==> src/rtl/pc_update_unit_pkg.sv <==
// rtl/pc_update_unit_pkg.sv - shared state encoding and constants for the PC update unit
package pc_update_unit_pkg;

    typedef enum logic [1:0] {
        ST_INIT  = 2'd0,
        ST_RUN   = 2'd1,
        ST_STALL = 2'd2
    } pc_state_t;

    localparam logic [31:0] PC_STEP          = 32'd4;
    localparam logic [31:0] DEFAULT_RESET_PC = 32'h0000_0000;

endpackage

==> src/rtl/pc_target_adder.sv <==
// rtl/pc_target_adder.sv - sequential and branch/jump target address adders
module pc_target_adder
    import pc_update_unit_pkg::*;
(
    input  logic [31:0] pc,
    input  logic [31:0] offset_ext,
    output logic [31:0] pc_plus4,
    output logic [31:0] target
);

    // Both sums wrap silently modulo 2^32.
    assign pc_plus4 = pc + PC_STEP;
    assign target   = pc_plus4 + offset_ext;

endmodule

==> src/rtl/pc_update_unit.sv <==
// rtl/pc_update_unit.sv - program counter with stall handling and deferred redirect
module pc_update_unit
    import pc_update_unit_pkg::*;
#(
    parameter logic [31:0] RESET_PC    = DEFAULT_RESET_PC,
    parameter int          STALL_CNT_W = 16
) (
    input  logic                   CLK,
    input  logic                   RESET,
    input  logic [31:0]            OFFSET_EXT,
    input  logic                   JUMP,
    input  logic                   BRANCH_EQ,
    input  logic                   BRANCH_NE,
    input  logic                   ZERO,
    input  logic                   BUSYWAIT,
    output logic [31:0]            PC,
    output logic [31:0]            PC_PLUS4,
    output logic                   REDIRECT_PENDING,
    output logic [STALL_CNT_W-1:0] STALL_CYCLES
);

    pc_state_t   state;
    logic [31:0] target;
    logic [31:0] latched_target;
    logic        take;

    pc_target_adder u_adder (
        .pc         (PC),
        .offset_ext (OFFSET_EXT),
        .pc_plus4   (PC_PLUS4),
        .target     (target)
    );

    assign take = JUMP | (BRANCH_EQ & ZERO) | (BRANCH_NE & ~ZERO);

    always_ff @(posedge CLK or posedge RESET) begin
        if (RESET) begin
            PC               <= RESET_PC;
            REDIRECT_PENDING <= 1'b0;
            latched_target   <= 32'd0;
            STALL_CYCLES     <= '0;
            state            <= ST_INIT;
        end else begin
            if (BUSYWAIT && (state != ST_INIT) && (STALL_CYCLES != '1)) begin
                STALL_CYCLES <= STALL_CYCLES + 1'b1;
            end

            case (state)
                ST_INIT: begin
                    // Hold PC one cycle so RESET_PC itself is fetched.
                    state <= BUSYWAIT ? ST_STALL : ST_RUN;
                end
                ST_RUN, ST_STALL: begin
                    if (BUSYWAIT) begin
                        state <= ST_STALL;
                        // First taken decision while stalled wins; the pending
                        // check comes first so X controls are never consulted.
                        if (!REDIRECT_PENDING && take) begin
                            latched_target   <= target;
                            REDIRECT_PENDING <= 1'b1;
                        end
                    end else begin
                        state            <= ST_RUN;
                        REDIRECT_PENDING <= 1'b0;
                        if (REDIRECT_PENDING) begin
                            PC <= latched_target;
                        end else begin
                            PC <= take ? target : PC_PLUS4;
                        end
                    end
                end
                default: state <= ST_INIT;
            endcase
        end
    end

endmodule

==> config.mk <==
export PLATFORM = sky130hd
export DESIGN_NAME = pc_update_unit
export DESIGN_NICKNAME = d
export VERILOG_FILES = /design/src/rtl/pc_update_unit_pkg.sv /design/src/rtl/pc_target_adder.sv /design/src/rtl/pc_update_unit.sv
export SDC_FILE = /design/constraint.sdc
export NUM_CORES = 1
export LEC_CHECK = 0
export ABC_AREA = 0
export CORE_ASPECT_RATIO = 0.9
export CORE_MARGIN = 1.5
export CORE_UTILIZATION = 58
export DETAILED_ROUTE_END_ITERATION = 6
export PLACE_DENSITY_LB_ADDON = 0.3
export SYNTH_ARGS = -nofsm -noshare
export SYNTH_HDL_FRONTEND = slang
export SYNTH_SLANG_ARGS = --single-unit
==> constraint.sdc <==
create_clock -name CLK -period 4.94 [get_ports CLK]
set_input_delay 1.482 -clock CLK [delete_from_list [all_inputs] [get_ports CLK]]
set_output_delay 1.482 -clock CLK [all_outputs]
set_load 0.03 [all_outputs]
==> results.sh, run 1 <==
# yosys + openroad results
export IMPL_status="finished, final reports clean"
export IMPL_pre_cts_ws_ns=0.374
export IMPL_cp_slowest_cell="clkdlybuf4s50_1"
export IMPL_critPathLaunch="PC[2]"
export IMPL_synthTopLogicFamily="AND-OR/OR-AND gates"
export IMPL_synth_top_flop_cell="dfrtp_1"
export IMPL_power_leakage_nw=3.40
export IMPL_setup_reg_to_reg_worst_slack_ns=0.68
export IMPL_top_cell_area_share_pct=33.0
export IMPL_ios=120
export IMPL_first_pass_iters=5
export IMPL_synth_area_mux_share_pct=1.67
export IMPL_hold_violations=0
export IMPL_p_switching_mw=2.79
export IMPL_drtIter0Drc=777
export IMPL_endpoint="PC_PLUS4[30]"
export IMPL_clkbuf_count=10
export IMPL_drive_gt1_share_pct=6.04
export IMPL_port_buffers=119
export IMPL_die_area_sq_um=11500
export IMPL_wire_per_inst_microns=19.2
export IMPL_start_kind="register"
export IMPL_routed_wirelength_mm=19.3
export IMPL_grt_max_degree=47
export IMPL_switching_share_pct=50.1
export IMPL_maxCapViolCount=0
export IMPL_lay_top_count="nand2_1"
export IMPL_largestClassByArea="combinational gates"
export IMPL_vias=6421
export IMPL_grt_busiest_layer="met2"
export IMPL_clock_latency_ns=0.34
[run 1: Yosys cell counts, types with 3 or more instances]
cell      count
mux2_2        4
a31o_2        6
nor2b_1       9
xnor2_1      45
o21ai_0      74
and4_1        4
o22ai_1       5
a21o_1       20
and3_1       18
dfrtp_1      83
nor3_1       11
xor2_1       24
nand4_1      22
clkbuf_1     33
buf_1         3
o31ai_1       5
nand2b_1      5
nand2_1     122
a211oi_1      8
nor2_1       41
inv_1        15
a31oi_1       6
a32oi_1       3
o211ai_1      5
mux2i_1       6
nand3_1      26
and2_1        8
o21a_1        5
or3_1         4
a21oi_1      67
ha_1         39
[run 1: what timing repair did]
action,4_1_cts,5_1_grt
resized,0,1
setup endpoints to repair,0,1
setup buffers,0,0
hold buffers,0,0
### Wire density map, run 1

The bar under the picture is 20 microns long. 23 x 20 tiles, from dark blue (low) to red (high), scaled to the fullest tile. Values are wire area over tile area, all layers added.
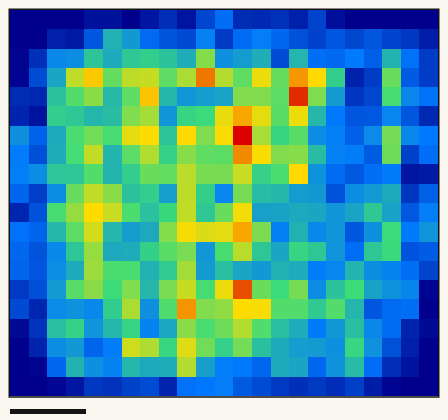
28% of the tiles are over half the peak. The fullest tile reaches 0.79. The densest ninth of the die: center. The mean over all tiles is 0.28. 6.1% of the tiles are nearly empty.

### Cell classes on the final placement, run 1

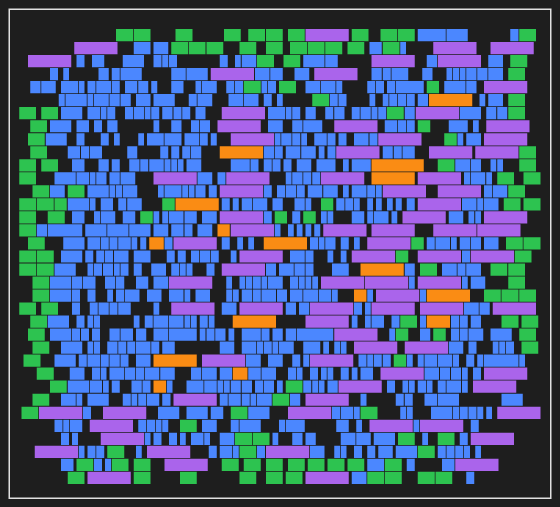
clock drivers and dummy loads: drawn in orange, cells 16, share of their area 4.0%. all other logic: drawn in blue, cells 646, share of their area 53%. flip-flops: drawn in purple, cells 83, share of their area 27%. other buffers and delay cells: drawn in green, cells 133, share of their area 17%.
final std cell area, no fill: 7920 sq um
core area: 10400 sq um
Seq area share: 26.2%
Final Core Density: 76.3%
site row count: 35

### Cell area per tile, run 1

The bar under the picture is 20 microns long. 11 x 10 tiles, from dark blue (low) to red (high), 0 to 100% covered.
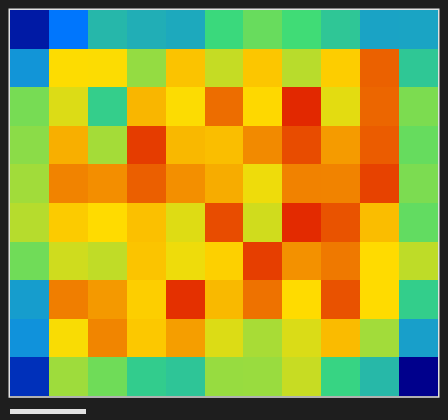
The emptiest ninth of the die: upper left. 46% of the tiles are over 75% full. The fullest tile reaches 95%. 0.90% of the tiles are nearly empty.
initial core utilization: 60.6%

### Sizing map, run 1

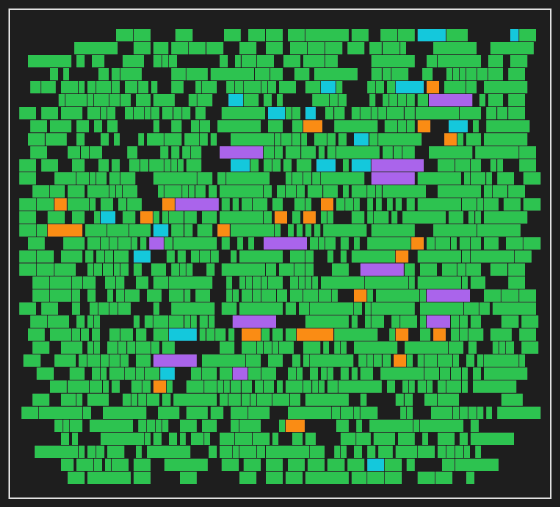
drive 1 or less: drawn in green, cells 825, share 94%. drive 3 to 4: drawn in orange, cells 22, share 2.5%. drive 2: drawn in cyan, cells 18, share 2.1%. drive 6 and up: drawn in purple, cells 13, share 1.5%.
worst setup margin: 0.221 ns
nonclk buf count: 133
Area growth syn-to-layout: 25.8%

--- run 2 (diff from run 1) ---
SKIP_CTS_REPAIR_TIMING = 1   (was default)
==> run 2 against run 1 <==
  * Synthesized cell count is the same
  * Global-route usage unchanged
  * First-iteration DRC count is the same
  * Final area unchanged
  * Critical path type unchanged
  * Fmax is the same
==> results.sh, run 2 <==
# yosys + openroad results
export IMPL_synthTopLogicFamily="AND-OR/OR-AND gates"
export IMPL_grt_max_degree=47
export IMPL_largestClassByArea="combinational gates"
export IMPL_first_pass_iters=5
export IMPL_clock_latency_ns=0.34
export IMPL_switching_share_pct=50.1
export IMPL_routed_wirelength_mm=19.3
export IMPL_lay_top_count="nand2_1"
export IMPL_vias=6421
export IMPL_syn_nets=848
export IMPL_hold_violations=0
export IMPL_status="finished, final reports clean"
export IMPL_path_class="reg -> out"
export IMPL_die_area_sq_um=11500
export IMPL_port_buffers=119
export IMPL_start_kind="register"
export IMPL_cp_slowest_cell="clkdlybuf4s50_1"
export IMPL_fin_ws_ns=0.221
export IMPL_area_growth_pct=25.8
export IMPL_power_leakage_nw=3.40
export IMPL_drive_gt1_share_pct=6.04
export IMPL_num_nonclk_buffers=133
export IMPL_postLayoutCellArea_sq_um=7920
export IMPL_pre_cts_ws_ns=0.374
export IMPL_initCoreUtil_pct=60.6
export IMPL_core_area_sq_um=10400
export IMPL_top_cell="nand2_1"
export IMPL_maxCapViolCount=0
export IMPL_p_switching_mw=2.79
export IMPL_drcViolationCount=0
export IMPL_drtIter0Drc=777
[run 2: layer usage]
| metal | vias to the layer above | global-route usage [%] | share of wire [%] |
|---|---|---|---|
| li1 | 2961 | - | - |
| met2 | 364 | 53.8 | 46 |
| met1 | 3053 | 47.5 | 42 |
| met5 | - | 0 | 0 |
| met3 | 43 | 4.97 | 10 |
| met4 | 0 | 12.4 | 2.2 |
[run 2: final timing paths]
check	start	end	slack (ns)	cells after the start
setup / recovery	PC[2]	PC_PLUS4[30]	0.22	8
hold reg to reg	latched_target[6]	latched_target[6]	0.48	2
hold / removal	latched_target[6]	latched_target[6]	0.48	2
min in group asynchronous	RESET	state[1]	1.55	2
max in group asynchronous	RESET	latched_target[11]	2.61	3
setup reg to reg	PC[11]	PC[30]	0.68	15
### Routing congestion map, run 2

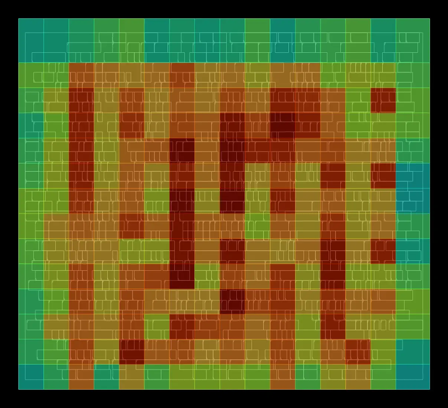
gr usage total: 33.8%
Avg WL per Cell: 19.2 microns

